## config.mk

```make
export PLATFORM = sky130hd
export DESIGN_NAME = aes_req_arbiter_flat
export DESIGN_NICKNAME = d
export VERILOG_FILES = /design/src/rtl/aes_pkg.sv /design/src/rtl/aes_req_arbiter_if.sv /design/src/rtl/aes_rr_picker.sv /design/src/rtl/aes_req_arbiter.sv /design/src/flat_wrapper.sv
export SDC_FILE = /design/constraint.sdc
export NUM_CORES = 1
export LEC_CHECK = 0
export CORE_AREA = 2 2 600 602
export DETAILED_ROUTE_END_ITERATION = 10
export DIE_AREA = 0 0 602 604
export PLACE_DENSITY_LB_ADDON = 0.05
export SLEW_MARGIN = 25
export SYNTH_ARGS = -nofsm -noshare
export SYNTH_HDL_FRONTEND = slang
export SYNTH_HIERARCHICAL = 1
export SYNTH_SLANG_ARGS = --single-unit
```

## constraint.sdc

```tcl
create_clock -name AES_clk -period 16.5 [get_ports AES_clk]
set_input_delay 2.475 -clock AES_clk [delete_from_list [all_inputs] [get_ports AES_clk]]
set_output_delay 2.475 -clock AES_clk [all_outputs]
set_load 0.005 [all_outputs]
```

## src/rtl/aes_pkg.sv

```systemverilog
// Shared types and defaults for the AES request arbiter and its round-robin picker.
package aes_pkg;

  localparam int AES_BLK_W       = 128;
  localparam int AES_TIMEOUT_DEF = 64;
  localparam int AES_GAP_DEF     = 2;

  typedef enum logic [1:0] {
    IDLE = 2'd0,
    RUN  = 2'd1,
    RESP = 2'd2,
    GAP  = 2'd3
  } arb_state_t;

  typedef logic [AES_BLK_W-1:0] aes_blk_t;

  typedef struct packed {
    aes_blk_t data;
    aes_blk_t key;
  } job_t;

endpackage

```

## src/rtl/aes_req_arbiter_if.sv

```systemverilog
// Request, response and AES_top-side signals of the arbiter.
// slave = arbiter side; master = requesters, result consumer and AES_top.
interface aes_req_arbiter_if #(
  parameter int N_REQ = 4
) ();
  localparam int ID_W = $clog2(N_REQ);

  logic [N_REQ-1:0]                    req_valid;
  logic [N_REQ-1:0]                    req_ready;
  logic [N_REQ*aes_pkg::AES_BLK_W-1:0] req_data;
  logic [N_REQ*aes_pkg::AES_BLK_W-1:0] req_key;

  logic                                rsp_valid;
  logic                                rsp_ready;
  logic [ID_W-1:0]                     rsp_id;
  logic [aes_pkg::AES_BLK_W-1:0]       rsp_data;
  logic                                rsp_timeout;

  logic                                core_en;
  logic [aes_pkg::AES_BLK_W-1:0]       core_data_in;
  logic [aes_pkg::AES_BLK_W-1:0]       core_key_in;
  logic [aes_pkg::AES_BLK_W-1:0]       core_data_out;
  logic                                core_data_out_valid;

  modport slave (
    input  req_valid, req_data, req_key, rsp_ready, core_data_out, core_data_out_valid,
    output req_ready, rsp_valid, rsp_id, rsp_data, rsp_timeout,
           core_en, core_data_in, core_key_in
  );

  modport master (
    output req_valid, req_data, req_key, rsp_ready, core_data_out, core_data_out_valid,
    input  req_ready, rsp_valid, rsp_id, rsp_data, rsp_timeout,
           core_en, core_data_in, core_key_in
  );

endinterface

```

## src/rtl/aes_rr_picker.sv

```systemverilog
// Combinational round-robin selector: first set req after ptr, with wrap; zero latency.
// AES_ARB_PRIORITY_EN: req[0] wins outright whenever set, the rest stay round-robin.
module aes_rr_picker #(
  parameter int N_REQ = 4,
  parameter int ID_W  = $clog2(N_REQ)
) (
  input  logic [N_REQ-1:0] req,
  input  logic [ID_W-1:0]  ptr,
  output logic [ID_W-1:0]  grant,
  output logic             any
);

  logic            found;
  logic [ID_W-1:0] sel;

  assign any = |req;

  always_comb begin
    grant = '0;
    found = 1'b0;
    sel   = '0;
`ifdef AES_ARB_PRIORITY_EN
    if (req[0]) begin
      found = 1'b1;
    end
`endif
    // Search starts one past the last winner so the previous grantee goes last.
    for (int i = 1; i <= N_REQ; i++) begin
      sel = ID_W'((int'(ptr) + i) % N_REQ);
      if (!found && req[sel]) begin
        grant = sel;
        found = 1'b1;
      end
    end
  end

endmodule

```

## src/rtl/aes_req_arbiter.sv

```systemverilog
// Shares one AES_top among N_REQ requesters; AES_ARB_PRIORITY_EN gives requester 0 absolute priority.
// Grant->core_en next cycle, result one cycle after core valid; an unaccepted result stalls all requesters.
module aes_req_arbiter
  import aes_pkg::*;
#(
  parameter int N_REQ      = 4,
  parameter int TIMEOUT    = AES_TIMEOUT_DEF,
  parameter int GAP_CYCLES = AES_GAP_DEF
) (
  input logic              AES_clk,
  input logic              AES_rst,
  aes_req_arbiter_if.slave bus
);

  localparam int ID_W  = $clog2(N_REQ);
  localparam int CNT_W = $clog2(TIMEOUT + 1);
  localparam int GAP_W = $clog2(GAP_CYCLES + 1);

  arb_state_t       state;
  arb_state_t       state_nxt;
  logic [ID_W-1:0]  rr_ptr;
  logic [ID_W-1:0]  pick_id;
  logic [ID_W-1:0]  job_id;
  logic             pick_any;
  job_t             job;
  aes_blk_t         rsp_dat;
  logic             rsp_tmo;
  logic [CNT_W-1:0] run_cnt;
  logic [GAP_W-1:0] gap_cnt;
  logic             run_tmo;
  logic             gap_done;

  aes_rr_picker #(
    .N_REQ (N_REQ),
    .ID_W  (ID_W)
  ) u_picker (
    .req   (bus.req_valid),
    .ptr   (rr_ptr),
    .grant (pick_id),
    .any   (pick_any)
  );

  assign run_tmo  = (run_cnt == CNT_W'(TIMEOUT - 1));
  assign gap_done = (gap_cnt == GAP_W'(GAP_CYCLES - 1));

  assign bus.core_data_in = job.data;
  assign bus.core_key_in  = job.key;
  assign bus.rsp_id       = job_id;
  assign bus.rsp_data     = rsp_dat;
  assign bus.rsp_timeout  = rsp_tmo;

  always_ff @(posedge AES_clk or posedge AES_rst) begin
    if (AES_rst) begin
      state <= IDLE;
    end else begin
      state <= state_nxt;
    end
  end

  always_comb begin
    state_nxt     = state;
    bus.req_ready = '0;
    bus.core_en   = 1'b0;
    bus.rsp_valid = 1'b0;
    case (state)
      IDLE: begin
        if (pick_any) begin
          state_nxt = RUN;
          // No capture happens under reset, so the strobe must not promise one.
          if (!AES_rst) begin
            bus.req_ready[pick_id] = 1'b1;
          end
        end
      end
      RUN: begin
        bus.core_en = 1'b1;
        if (bus.core_data_out_valid || run_tmo) begin
          state_nxt = RESP;
        end
      end
      RESP: begin
        bus.rsp_valid = 1'b1;
        if (bus.rsp_ready) begin
          state_nxt = GAP;
        end
      end
      GAP: begin
        if (gap_done) begin
          state_nxt = IDLE;
        end
      end
      default: state_nxt = IDLE;
    endcase
  end

  always_ff @(posedge AES_clk or posedge AES_rst) begin
    if (AES_rst) begin
      rr_ptr  <= ID_W'(N_REQ - 1);
      job_id  <= '0;
      job     <= '0;
      rsp_dat <= '0;
      rsp_tmo <= 1'b0;
      run_cnt <= '0;
      gap_cnt <= '0;
    end else begin
      case (state)
        IDLE: begin
          if (pick_any) begin
            rr_ptr   <= pick_id;
            job_id   <= pick_id;
            job.data <= bus.req_data[int'(pick_id)*AES_BLK_W +: AES_BLK_W];
            job.key  <= bus.req_key[int'(pick_id)*AES_BLK_W +: AES_BLK_W];
            run_cnt  <= '0;
          end
        end
        RUN: begin
          // A core valid on the last allowed cycle beats the watchdog.
          if (bus.core_data_out_valid) begin
            rsp_dat <= bus.core_data_out;
            rsp_tmo <= 1'b0;
          end else if (run_tmo) begin
            rsp_dat <= '0;
            rsp_tmo <= 1'b1;
          end else begin
            run_cnt <= run_cnt + CNT_W'(1);
          end
        end
        RESP: gap_cnt <= '0;
        GAP:  gap_cnt <= gap_cnt + GAP_W'(1);
        default: ;
      endcase
    end
  end

endmodule

```

## src/flat_wrapper.sv

```systemverilog
// flat-port wrapper written by rule: the top's interface ports become plain ports
module aes_req_arbiter_flat import aes_pkg::*;
#(
  parameter int N_REQ      = 4,
  parameter int TIMEOUT    = AES_TIMEOUT_DEF,
  parameter int GAP_CYCLES = AES_GAP_DEF
)
  (AES_clk, AES_rst, bus_req_valid, bus_req_data, bus_req_key, bus_rsp_ready, bus_core_data_out, bus_core_data_out_valid, bus_req_ready, bus_rsp_valid, bus_rsp_id, bus_rsp_data, bus_rsp_timeout, bus_core_en, bus_core_data_in, bus_core_key_in);
  aes_req_arbiter_if #(.N_REQ(N_REQ)) bus_i ();
  input logic AES_clk;
  input logic AES_rst;
  input wire logic [$bits(bus_i.req_valid)-1:0] bus_req_valid;
  input wire logic [$bits(bus_i.req_data)-1:0] bus_req_data;
  input wire logic [$bits(bus_i.req_key)-1:0] bus_req_key;
  input wire logic [$bits(bus_i.rsp_ready)-1:0] bus_rsp_ready;
  input wire logic [$bits(bus_i.core_data_out)-1:0] bus_core_data_out;
  input wire logic [$bits(bus_i.core_data_out_valid)-1:0] bus_core_data_out_valid;
  output wire logic [$bits(bus_i.req_ready)-1:0] bus_req_ready;
  output wire logic [$bits(bus_i.rsp_valid)-1:0] bus_rsp_valid;
  output wire logic [$bits(bus_i.rsp_id)-1:0] bus_rsp_id;
  output wire logic [$bits(bus_i.rsp_data)-1:0] bus_rsp_data;
  output wire logic [$bits(bus_i.rsp_timeout)-1:0] bus_rsp_timeout;
  output wire logic [$bits(bus_i.core_en)-1:0] bus_core_en;
  output wire logic [$bits(bus_i.core_data_in)-1:0] bus_core_data_in;
  output wire logic [$bits(bus_i.core_key_in)-1:0] bus_core_key_in;
  assign bus_i.req_valid = bus_req_valid;
  assign bus_i.req_data = bus_req_data;
  assign bus_i.req_key = bus_req_key;
  assign bus_i.rsp_ready = bus_rsp_ready;
  assign bus_i.core_data_out = bus_core_data_out;
  assign bus_i.core_data_out_valid = bus_core_data_out_valid;
  assign bus_req_ready = bus_i.req_ready;
  assign bus_rsp_valid = bus_i.rsp_valid;
  assign bus_rsp_id = bus_i.rsp_id;
  assign bus_rsp_data = bus_i.rsp_data;
  assign bus_rsp_timeout = bus_i.rsp_timeout;
  assign bus_core_en = bus_i.core_en;
  assign bus_core_data_in = bus_i.core_data_in;
  assign bus_core_key_in = bus_i.core_key_in;
  aes_req_arbiter #(.N_REQ(N_REQ), .TIMEOUT(TIMEOUT), .GAP_CYCLES(GAP_CYCLES)) u_core (.AES_clk(AES_clk), .AES_rst(AES_rst), .bus(bus_i));
endmodule
```

==> Slide: Implementation Results, run 1 <==
Synthesis and Place & Route Summary

Clock network
  – TritonCTS clock tree: done
  – CTS root buf: clkbuf_16
  – CTS Hold Buffers Added: 0
  – Clock-pin transition on the worst setup and hold timing paths: 50 ps
  – Post-CTS resize count: 0
  – Worst-Skew Late Latency: 800 ps
  – Clk buf depth: 4
  – H-tree level count: 3
  – Post-CTS setup buffer count: 0

Yosys
  – Mapped Cells: 1252
  – Syn_nets: 2419
  – Synth cell types: 35
  – FF+latch count, synth: 400
  – Synth warn: 6
  – Sequential fraction of the synthesis area: 47.4%
  – Mux area share: 41.2%
  – Simple-gate portion of the synthesized area: 1.50%
  – Post-synthesis xor/xnor area fraction: 0%
  – Syn Std Cell Area: 21100 sq um
  – Aoi share: 5.86%
  – Yosys cell count: 1252
  – Avg Cell Area, Syn: 16.9 sq um
  – Adder Share, Synth: 0.415%
  – Top non-seq family: multiplexers
  – YS chip area: 21100 sq um

Setup path
  – Crit path to: bus_req_ready[3]
  – Crit-path cells: clkdlybuf4s50_1 -> nor2b_1 -> a21oi_1 -> o221ai_4 -> buf_4 -> nor4bb_1 -> clkdlybuf4s50_1
  – Worst EP arrival: 5460 ps
  – Critical path buffer and inverter count: 3
  – Critical Path Sink Type: output port
  – Setup crit start: bus_req_valid[1]
  – FF-to-FF End: u_core/bus.core_data_in[56]$_DFFE_PP0P_
  – Req. time, crit path: 14030 ps
  – Startpoint types: primary input
  – Crit path max-delay cell type: o221ai_4
  – R2R setup slack: 11580 ps
  – R2R depth: 7
  – RR Startpoint: u_core/rr_ptr[1]$_DFFE_PP1P_
  – Top Family by Delay on Critical Path: buffers and inverters
  – Cell mode on critical path: clkdlybuf4s50_1
  – Crit path max fanout: 27
  – CP Class: in2out
  – Crit. path cell count: 7
  – Slowest cell delay on critical path: 630 ps

Hold path
  – Hold endpoint: u_core/gap_cnt[0]$_DFFE_PP0P_
  – Hold Path Depth: 1
  – Worst hold start: u_core/gap_cnt[0]$_DFFE_PP0P_
  – Worst Hold Class: reg2reg

Layout
  – Invs w/o clock: 6
  – Layout overhead on the synthesized area: 112%
  – Multi-input gates: 730
  – Fraction of area in multi-input gates: 23.2%
  – Non-clock buffers: 1584
  – Clock-cell share of area: 5.64%
  – Max-area cell class: non-clock buffers
  – Data buffer area share: 35.3%
  – Filler instances: 40200
  – Nets: 3970
  – Logic area: 10400 sq um

Power
  – P_int: 4.56 mW
  – Pleak: 15.8 nW
  – Net switching power: 2.65 mW
  – Sw Share: 36.7%
  – Combinational power share: 51.3%
  – Max VDD drop: 0.0768 mV
  – Clk pwr share: 23.5%
  – Seq pwr share: 25.2%
  – Pwr Total: 7.21 mW
  – PD cells: 161 nW/um^2

Final timing
  – Max-slew violations: 0
  – Fin Setup TNS: 0 ps
  – Worst-margin pin slew: 1010 ps
  – Final Setup Violations: 0
  – Fin crit period: 7940 ps
  – Max Fclk: 126 MHz
  – Final Hold Viols: 0
  – RSZ-0062 raised after global routing: false
  – Final Cycle Share: 48.1%

Global route
  – Initial antenna violation count: 245
  – Global-route wire length before repair: 281 mm
  – Grt total ovfl: 0
  – Overall global routing resource usage: 12.1%
  – Via count of the first global-routing pass: 21800
  – Largest net degree at the start of global routing: 100

Floorplanning
  – Site Rows: 220
  – Fp util: 5.90%
  – Io pins: 1553

Detailed routing
  – Wirelength per Cell: 29.6 um
  – Via density: 2.63
  – Post-Route WL: 227 mm
  – Post-DRT Antenna Nets: 0
  – DR iter-0 viols: 715
  – # DRC: 0

Run
  – Maxcap violations: 0
  – Log Warnings: 30

Outcome
  – Status: completed

Placement
  – Post-DP HPWL: 191 mm
  – Routability-driven placement congestion ratio: 0.752
==> run 1: Yosys cell counts, drive strengths merged <==
master,instances,area share (%)
o2111ai,1,0.041
dfrtp,398,47
and2,1,0.030
o31ai,1,0.036
ha,7,0.41
inv,6,0.11
nor3,2,0.047
nand4,2,0.059
nor4bb,1,0.047
dfstp,2,0.25
mux2,257,14
a21oi,8,0.19
o211ai,3,0.11
a22o,128,5.3
or4b,1,0.047
clkbuf,34,0.60
a31oi,1,0.030
mux2i,4,0.19
buf,82,2.9
nand2,20,0.36
o221ai,1,0.071
nor4,1,0.030
mux4,256,27
nand3,10,0.24
o21ai,1,0.024
nand2b,9,0.27
nor2,6,0.11
o21bai,1,0.053
or2,1,0.030
or4,2,0.071
nor4b,2,0.083
nor2b,3,0.089
==> run 1: per-stage QoR <==
step	cells	hold slack, ps	setup slack (ps)	util (%)	cell area [sq um]
after floorplan	1252	456	2900	-	21100
after global placement	7492	483	8470	11.8	42200
after detailed placement	7492	481	8550	11.8	42200
after CTS	7630	500	8530	12.5	44700
after global routing	7632	507	8320	12.5	44700
final	7661	492	8560	12.5	44800
==> run 1: cell families (layout without fill, tap and decap cells) <==
logic type	count (synthesis)	count (layout)
muxes	517	517
DFF	400	400
AOI/OAI and AO/OA	145	145
buffers and inverters	122	1728
and+or+nand+nor	61	61
adders and majority gates	7	7
other	0	30
==> run 1: routing by layer <==
metal	up-vias	share of wire (%)	routed length, um	global-route usage [%]
met2	1154	54	123000	23.2
met5	-	0.33	741	0
met4	116	2.0	4510	1.86
met3	467	8.7	19700	5.12
met1	10100	35	79300	12.1
li1	8266	-	-	-
==> run 1: cell usage in the layout, fill, tap and decap left out, types with 3 or more instances in the layout <==
cell type / netlist / layout
a21oi_1: 8 / 7
a22o_1: 128 / 128
buf_4: 1 / 29
clkbuf_1: 34 / 29
clkbuf_16: 0 / 82
clkbuf_8: 0 / 18
clkdlybuf4s50_1: 0 / 1552
dfrtp_1: 398 / 398
diode_2: 0 / 30
ha_1: 7 / 7
inv_1: 6 / 5
mux2_2: 257 / 257
mux2i_1: 4 / 4
mux4_2: 256 / 256
nand2_1: 20 / 18
nand2b_1: 9 / 9
nand3_1: 10 / 10
nor2_1: 6 / 6
nor2b_1: 3 / 3
o211ai_1: 3 / 3
==> run 1: power by group through the flow <==
stage / Combinational [mW] / Clock [mW] / Sequential, mW
2_1_floorplan: 1.59 / 0 / 1.76
3_3_place_gp: 3.89 / 0 / 1.85
3_5_place_dp: 3.87 / 0 / 1.84
4_1_cts: 3.89 / 1.82 / 1.83
5_1_grt: 3.96 / 1.84 / 1.89
6_report: 3.70 / 1.70 / 1.82
==> run 1: registers in the layout, indices dropped and copies added, names as in the netlist <==
signal and flops:
u_core/gap_cnt 2, u_core/bus.rsp_data 128, u_core/run_cnt 7, u_core/state 2, u_core/rr_ptr 2, u_core/bus.core_key_in 128, u_core/bus.core_data_in 128, u_core/bus.rsp_id 2
u_core/bus.rsp_timeout 1
==> run 1: worst reg2reg max path, delay by kind of cell (launching register included) <==
| kind | cells | cell delay (ps) |
|---|---|---|
| flops | 1 | 630 |
| mux | 3 | 1100 |
| compound gates | 1 | 650 |
| buf+inv | 3 | 2380 |
Fig. 1: run 1, pin map
Pins as bars across the die edge, other pins in grey.
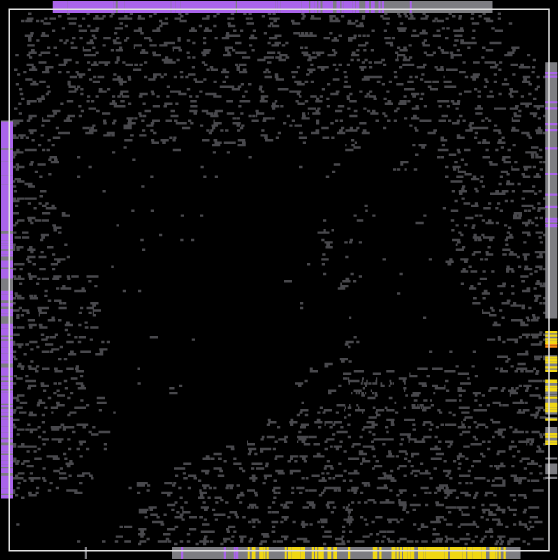
[orange] bus_rsp_id | pins: 2 | direction: output | edge: right
[yellow] bus_core_data_out | pins: 128 | direction: input | edge: 103 bottom, 25 right
[purple] bus_req_data | pins: 512 | direction: input | edge: 284 top, 210 left, 14 right, 4 bottom
all pins by edge: 533 top, 423 bottom, 310 left, 287 right
Die W: 602 um
Die Ht: 604 um
number of port buffers: 1552

Fig. 2: run 1, sequential cells coloured by netlist name
Scale bar: 200 um. Other sequential cells in the stronger grey, the rest of the logic in the fainter grey.
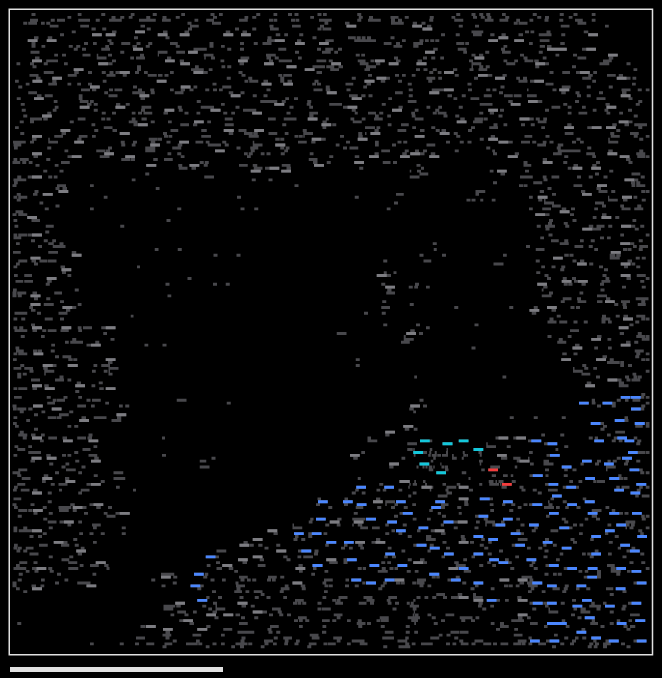
[blue] u_core/bus.rsp_data | placed flops: 128 | where: bottom right
[red] u_core/state | placed flops: 2
[cyan] u_core/run_cnt | placed flops: 7
Flop+latch power: 1.82 mW
Seq area share: 22.3%
final core occ: 12.5%
register area: 10000 sq um

Fig. 3: run 1, clock routing
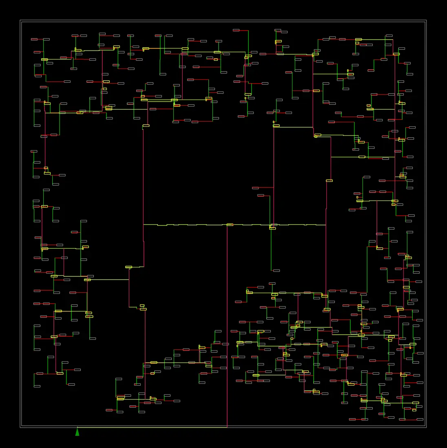
clock group power: 1.70 mW
CTS sink count: 400
seq_cells: 400
Final Skew: 87.9 ps
CTS buffer count: 81

==> inputs of run 2 (changes only) <==
Clock period 16.5 ns to 7.51 ns, I/O delays scaled along.
Fig. 4: run 2, metal layers overlaid
Only two layers are drawn.
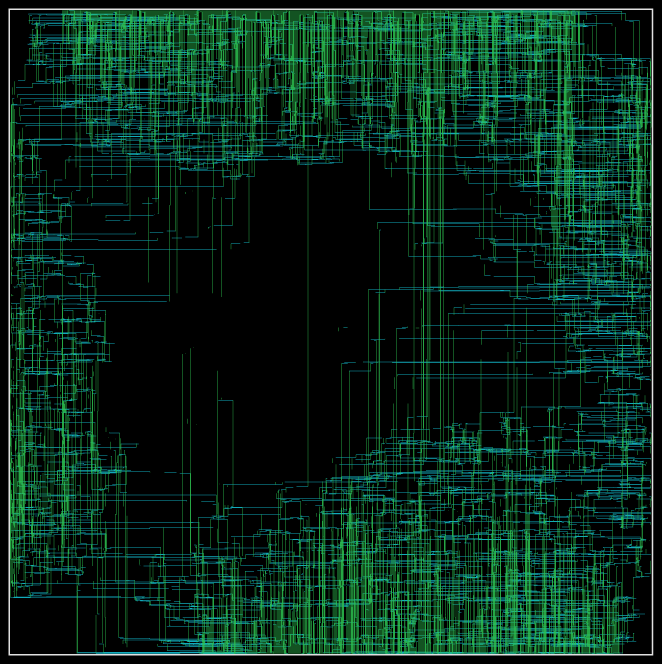
[green] met2 | wire length: 122 mm
[cyan] met1 | wire length: 78.4 mm

Fig. 5: run 2, pin map
Pins as bars across the die edge, other pins in grey.
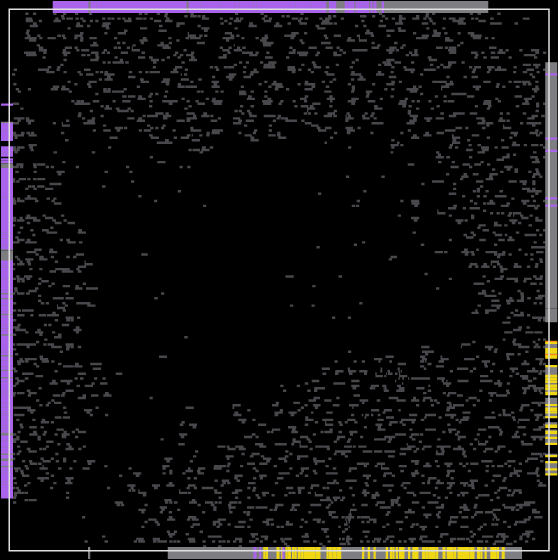
[orange] bus_rsp_id | pins: 2 | direction: output | edge: right
[yellow] bus_core_data_out | pins: 128 | direction: input | edge: 97 bottom, 31 right
[purple] bus_req_data | pins: 512 | direction: input | edge: 283 top, 220 left, 5 right, 4 bottom

==> Slide: Implementation Results, run 2 <==
Synthesis and Place & Route Summary

Global route
  – Via count of the first global-routing pass: 22000
  – Global-route wire length before repair: 278 mm
  – Overall global routing resource usage: 11.9%
  – Largest net degree at the start of global routing: 104

Yosys
  – FF+latch count, synth: 400
  – Syn_nets: 2419
  – Post-synthesis xor/xnor area fraction: 0%
  – Largest area contributor in the netlist: dfrtp_1
  – Flip-flops with a built-in enable: 0
  – Top area cell types: dfrtp_1, mux4_2, mux2_2, a22o_1, buf_6
  – Simple-gate portion of the synthesized area: 1.50%
  – Synth cell types: 35
  – Syn Std Cell Area: 21100 sq um
  – Ys flop type: dfrtp_1
  – Synth warn: 6
  – Yosys cell count: 1252
  – Asr flop ratio synth: 100%
  – Sequential fraction of the synthesis area: 47.4%
  – Mux area share: 41.2%
  – Aoi share: 5.86%

Detailed routing
  – Wirelength per Cell: 29.2 um
  – DR iter-0 viols: 807
  – Post-DRT Antenna Nets: 0
  – Post-Route WL: 224 mm

Setup path
  – Crit. path cell count: 6
  – Slowest cell delay on critical path: 560 ps
  – Crit path max-delay cell type: clkdlybuf4s50_1
  – Critical Path Sink Type: output port
  – Worst EP arrival: 3640 ps
  – R2R depth: 6
  – Startpoint types: primary input
  – R2R setup slack: 3780 ps
  – Cell mode on critical path: clkdlybuf4s50_1
  – Crit path max fanout: 46

Power
  – Net switching power: 5.79 mW
  – Pleak: 15.8 nW
  – Combinational power share: 52.0%
  – Seq pwr share: 25.2%

Placement
  – Post-DP HPWL: 187 mm
  – Routability-driven placement congestion ratio: 0.778
  – Number of port buffers: 1552

Final timing
  – Max Fclk: 210 MHz
  – Final Setup Violations: 0
  – Max-slew violations: 0
  – Fin crit period: 4760 ps
  – Final Hold Viols: 0
  – RSZ-0062 raised after global routing: false
  – Fin Setup TNS: 0 ps
  – Worst-margin pin slew: 1150 ps

Outcome
  – Status: completed

Layout
  – Layout overhead on the synthesized area: 113%
  – Most frequent cells in the layout: clkdlybuf4s50_1, dfrtp_1, mux2_2, mux4_2, a22o_1
  – Top cell excl fill/tap: clkdlybuf4s50_1
  – Filler instances: 40200

Clock network
  – Post-CTS resize count: 0
  – CTS sink count: 400
  – TritonCTS clock tree: done
  – CTS root buf: clkbuf_16
  – H-tree level count: 3
  – Post-CTS setup buffer count: 0
  – CTS Hold Buffers Added: 0
  – CTS buffer count: 80
  – Clock-pin transition on the worst setup and hold timing paths: 60 ps

Hold path
  – Hold Path Depth: 2

Floorplanning
  – Die Ht: 604 um
  – Io pins: 1553
  – Site Rows: 220
Fig. 6: run 2, sequential cells coloured by netlist name
Scale bar: 200 um. Other sequential cells in the stronger grey, the rest of the logic in the fainter grey.
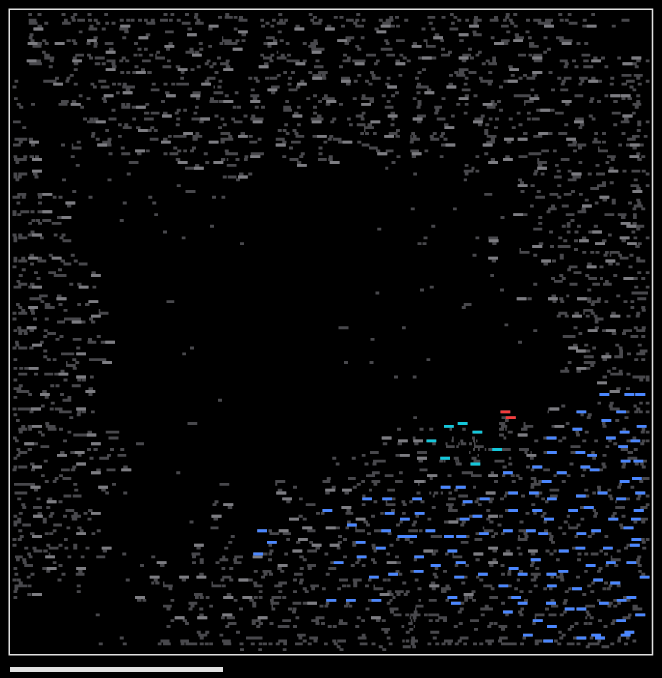
[blue] u_core/bus.rsp_data | placed flops: 128 | where: bottom right
[cyan] u_core/run_cnt | placed flops: 7
[red] u_core/state | placed flops: 2
not coloured: 263

run 2: worst reg2reg max path: stages, from the launching register on:
cell and delay, ps:
dfstp_2 650, a31oi_1 170, a21oi_4 690, buf_12 410
buf_12 460, mux4_2 890, mux2_2 270
run 2: power by group through the flow:
stage	Combinational (mW)	Clock, mW	Sequential, mW
5_1_grt	8.79	3.92	4.14
3_3_place_gp	8.62	0	4.05
6_report	8.20	3.60	3.98
4_1_cts	8.63	3.89	4.01
3_5_place_dp	8.59	0	4.02
2_1_floorplan	3.50	0	3.87
run 2: per-layer routing:
metal / vias to the layer above / track usage, % / part of all wire, %
li1: 8260 / - / -
met1: 10200 / 12.2 / 35
met2: 1085 / 23.0 / 54
met3: 416 / 4.43 / 8.2
met4: 66 / 2.30 / 2.2
met5: - / 0 / 0.19
run 2: logic make-up (layout without fill, tap and decap cells):
logic type               after synthesis  count (layout)
flip-flops                           400             400
AND/OR/NAND/NOR                       61              61
buffers and inverters                122            1728
other                                  0              33
adder cells (fa/ha/maj)                7               7
multiplexers                         517             517
AND-OR/OR-AND                        145             145
run 2: cell type report:
type	instances	area (sq um)	share of cell area, %
inverter	6	26.3	0.0586
clock inverter	8	83.8	0.187
tap	4773	5970	13.3
clock buffer	129	2340	5.21
timing repair buffer	1585	16000	35.6
sequential	400	10000	22.3
multi-input combinational	730	10400	23.1
antenna	33	82.6	0.184
run 2: path summary, 6_finish.rpt:
path,from,end
max,bus_req_valid[3],bus_req_ready[2]
min,u_core/bus.rsp_id[0]$_DFFE_PP0P_,u_core/bus.rsp_id[0]$_DFFE_PP0P_
max reg2reg,u_core/rr_ptr[1]$_DFFE_PP1P_,u_core/bus.core_data_in[49]$_DFFE_PP0P_
min reg2reg,u_core/bus.rsp_id[0]$_DFFE_PP0P_,u_core/bus.rsp_id[0]$_DFFE_PP0P_
max in group asynchronous,AES_rst,u_core/bus.core_data_in[52]$_DFFE_PP0P_
min in group asynchronous,AES_rst,u_core/bus.core_key_in[42]$_DFFE_PP0P_
run 2: stage by stage:
step | area, sq um | power [mW] | setup slack (ps) | instances
CTS | 44800 | 16.5 | 2630 | 7631
global placement | 42300 | 12.7 | 2380 | 7493
detailed placement | 42400 | 12.6 | 2640 | 7494
floorplan | 21100 | 7.38 | 999 | 1252
finish | 44900 | 15.8 | 2750 | 7664
global route | 44800 | 16.8 | 2540 | 7638
==> inputs of run 3 (changes only) <==
Clock period 7.51 ns to 4.9 ns, I/O delays scaled along.
Fig. 7: run 3, metal layers overlaid
Only two layers are drawn.
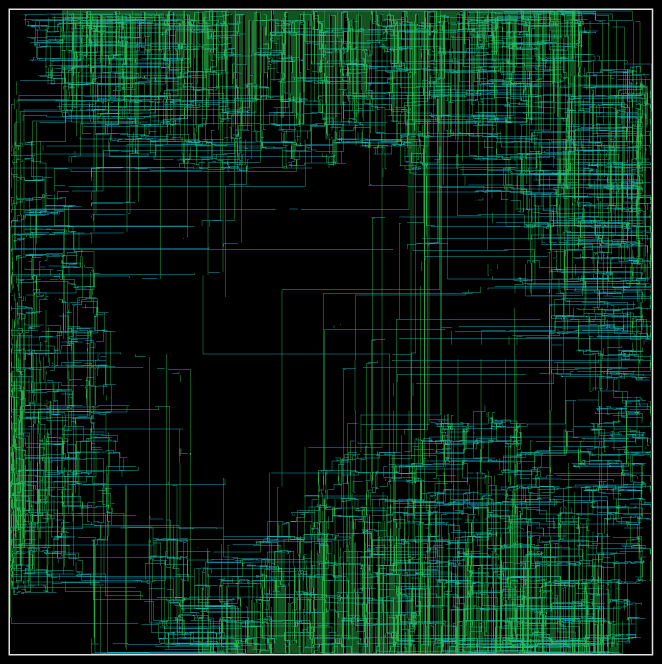
[cyan] met1 | wire length: 80.6 mm
[green] met2 | wire length: 123 mm
overall global routing resource usage: 12.0%
Wirelength per Cell: 29.4 um
Post-Route WL: 225 mm
via count: 20200

Fig. 8: run 3, clock routing
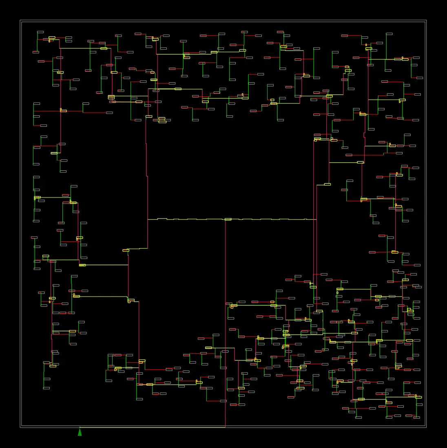
Final Skew: 116 ps
clock group power: 5.48 mW
Worst-Skew Late Latency: 820 ps
clock buf count: 117
CTS buffer count: 80

==> Slide: Implementation Results, run 3 <==
Synthesis and Place & Route Summary

Yosys
  – Avg Cell Area, Syn: 16.9 sq um
  – Synth cell types: 35
  – Sequential fraction of the synthesis area: 47.4%
  – FF+latch count, synth: 400
  – Largest area contributor in the netlist: dfrtp_1
  – Asr flop ratio synth: 100%
  – Synth top area share: 47.2%
  – Yosys top cell by instances: dfrtp_1
  – Synth warn: 6
  – Syn_nets: 2419
  – Ys flop type: dfrtp_1
  – Top area cell types: dfrtp_1, mux4_2, mux2_2, a22o_1, buf_6
  – Yosys cell count: 1252
  – Flip-flops with a built-in enable: 0
  – Mapped Cells: 1252
  – Post-synth top cells: dfrtp_1, mux2_2, mux4_2
  – YS chip area: 21100 sq um
  – Syn Std Cell Area: 21100 sq um

Detailed routing
  – DR iter-0 viols: 796
  – Via density: 2.64
  – Post-DRT Antenna Nets: 0
  – First-pass DRT Iterations: 5
  – # DRC: 0

Power
  – Max VDD drop: 0.290 mV
  – P_int: 15.4 mW
  – Seq pwr share: 25.1%
  – Clk pwr share: 22.6%
  – Pleak: 16.0 nW
  – Net switching power: 8.93 mW
  – Pwr Total: 24.3 mW
  – Sw Share: 36.8%
  – Combinational power share: 52.4%
  – PD cells: 538 nW/um^2

Setup path
  – Worst EP arrival: 3160 ps
  – Crit path max-delay cell type: dfstp_2
  – FF-to-FF End: u_core/bus.core_data_in[33]$_DFFE_PP0P_
  – R2R depth: 6
  – Slowest cell delay on critical path: 660 ps
  – CP Class: reg2out
  – Critical path buffer and inverter count: 2
  – Critical Path Sink Type: output port
  – Crit-path cells: nand2_1 -> a21oi_1 -> o221ai_4 -> buf_12 -> nor4b_1 -> clkdlybuf4s50_1
  – RR Startpoint: u_core/rr_ptr[1]$_DFFE_PP1P_
  – Top Family by Delay on Critical Path: buffers and inverters
  – Req. time, crit path: 4160 ps
  – Crit path max fanout: 21
  – Startpoint types: flip-flop
  – R2R setup slack: 1740 ps

Clock network
  – CTS root buf: clkbuf_16
  – CTS sink count: 400
  – H-tree level count: 3
  – Clock-pin transition on the worst setup and hold timing paths: 60 ps
  – Post-CTS setup buffer count: 0
  – TritonCTS clock tree: done
  – Clk buf depth: 4
  – CTS Hold Buffers Added: 0
  – Post-CTS resize count: 0

Global route
  – Global-route wire length before repair: 279 mm
  – Grt total ovfl: 0
  – Initial antenna violation count: 236
  – Largest net degree at the start of global routing: 87
  – Via count of the first global-routing pass: 22200

Final timing
  – Max Fclk: 257 MHz
  – Fin crit period: 3890 ps
  – Slew headroom: 27.8%
  – RSZ-0062 raised after global routing: false
  – Fin Setup TNS: 0 ps
  – Max-slew violations: 0
  – Final Cycle Share: 79.4%
  – Final Hold Viols: 0
  – Hold WS: 492 ps
  – Final Setup Violations: 0
  – Worst-margin pin slew: 1080 ps

Layout
  – Layout overhead on the synthesized area: 114%
  – Top cell excl fill/tap: clkdlybuf4s50_1
  – Nets: 3999
  – Most frequent cells in the layout: clkdlybuf4s50_1, dfrtp_1, mux2_2, mux4_2, a22o_1
  – Final cell count without fillers: 7676
  – Layout cells sized above 1: 23.9%

Run
  – Maxcap violations: 0
  – Log Warnings: 31

Hold path
  – Worst Hold Class: reg2reg
  – Worst hold start: u_core/bus.rsp_id[0]$_DFFE_PP0P_
  – Hold Path Depth: 2
  – Hold endpoint: u_core/bus.rsp_id[0]$_DFFE_PP0P_

Floorplanning
  – Die Ht: 604 um
  – Site Rows: 220
  – DIE AREA: 364000 sq um
  – CORE AREA: 358000 sq um
  – Io pins: 1553
  – Fp util: 5.90%
  – Die W: 602 um

Outcome
  – Status: completed

Placement
  – Number of port buffers: 1552
  – Routability-driven placement congestion ratio: 0.780
  – Post-DP HPWL: 190 mm
  – Placed cell count: 7523
Fig. 9: run 3, pin map
Pins as bars across the die edge, other pins in grey.
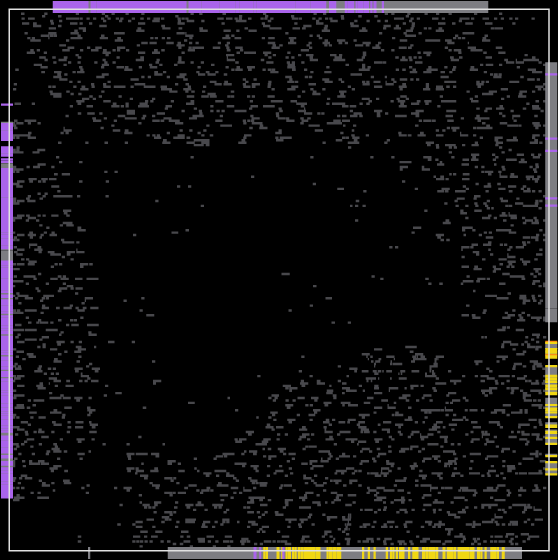
[orange] bus_rsp_id | pins: 2 | direction: output | edge: right
[yellow] bus_core_data_out | pins: 128 | direction: input | edge: 97 bottom, 31 right
[purple] bus_req_data | pins: 512 | direction: input | edge: 283 top, 220 left, 5 right, 4 bottom

[run 3: stage by stage]
step	util, %	area [sq um]	worst slack [ps]
final	12.6	45100	1010
after global routing	12.6	45100	786
after CTS	12.6	45000	887
after detailed placement	11.9	42700	1110
after global placement	11.9	42600	982
after floorplan	-	21100	-1220
[run 3: worst max path at each step]
stage                                      start                                       to  slack (ps)  cells after the start
floorplan                                AES_rst   u_core/bus.core_data_in[0]$_DFFE_PP0P_       -1220                      1
global placement                bus_req_valid[1]                         bus_req_ready[1]         980                      7
finish              u_core/rr_ptr[1]$_DFFE_PP1P_                         bus_req_ready[2]        1010                      6
global route        u_core/rr_ptr[1]$_DFFE_PP1P_                         bus_req_ready[0]         790                      6
detailed placement              bus_req_valid[1]  u_core/bus.core_data_in[23]$_DFFE_PP0P_        1110                      8
CTS                 u_core/rr_ptr[1]$_DFFE_PP1P_                         bus_req_ready[2]         890                      6
[run 3: final cells by class]
type | count | area, sq um
tap | 4773 | 5970
clock buffer | 117 | 2240
timing repair buffer | 1614 | 16300
sequential | 400 | 10000
clock inverter | 14 | 151
fill | 40200 | 312000
multi-input combinational | 730 | 10400
antenna | 22 | 55.1
inverter | 6 | 26.3
[run 3: cell families (layout without fill, tap and decap cells)]
| logic type | after synthesis | in the layout | share of synthesized area (%) |
|---|---|---|---|
| buffers and inverters | 122 | 1751 | 3.58 |
| adders and majority gates | 7 | 7 | 0.415 |
| and+or+nand+nor | 61 | 61 | 1.50 |
| muxes | 517 | 517 | 41.2 |
| AOI/OAI and AO/OA | 145 | 145 | 5.86 |
| other | 0 | 22 | 0 |
| DFF | 400 | 400 | 47.4 |
[run 3: power by group through the flow]
| stage | Sequential [mW] | Clock, mW | Combinational [mW] |
|---|---|---|---|
| floorplan | 5.94 | 0 | 5.37 |
| global placement | 6.19 | 0 | 13.4 |
| detailed placement | 6.16 | 0 | 13.3 |
| CTS | 6.14 | 5.91 | 13.4 |
| global route | 6.33 | 5.96 | 13.6 |
| finish | 6.08 | 5.48 | 12.7 |
[run 3: tightest hold or removal path, delay by kind of cell (launching register included)]
family / cells / cell delay, ps
flops: 1 / 340
simple gates: 2 / 120
[run 3: layer usage]
layer	part of all wire, %	track usage [%]	up-vias	wire length (um)
met5	0.26	0	-	581
met4	2.2	1.96	94	4860
met3	7.4	4.10	472	16700
met2	54	23.3	1142	123000
met1	36	12.5	10200	80600
li1	-	-	8292	-
Power is estimated from default activity; no workload was simulated.
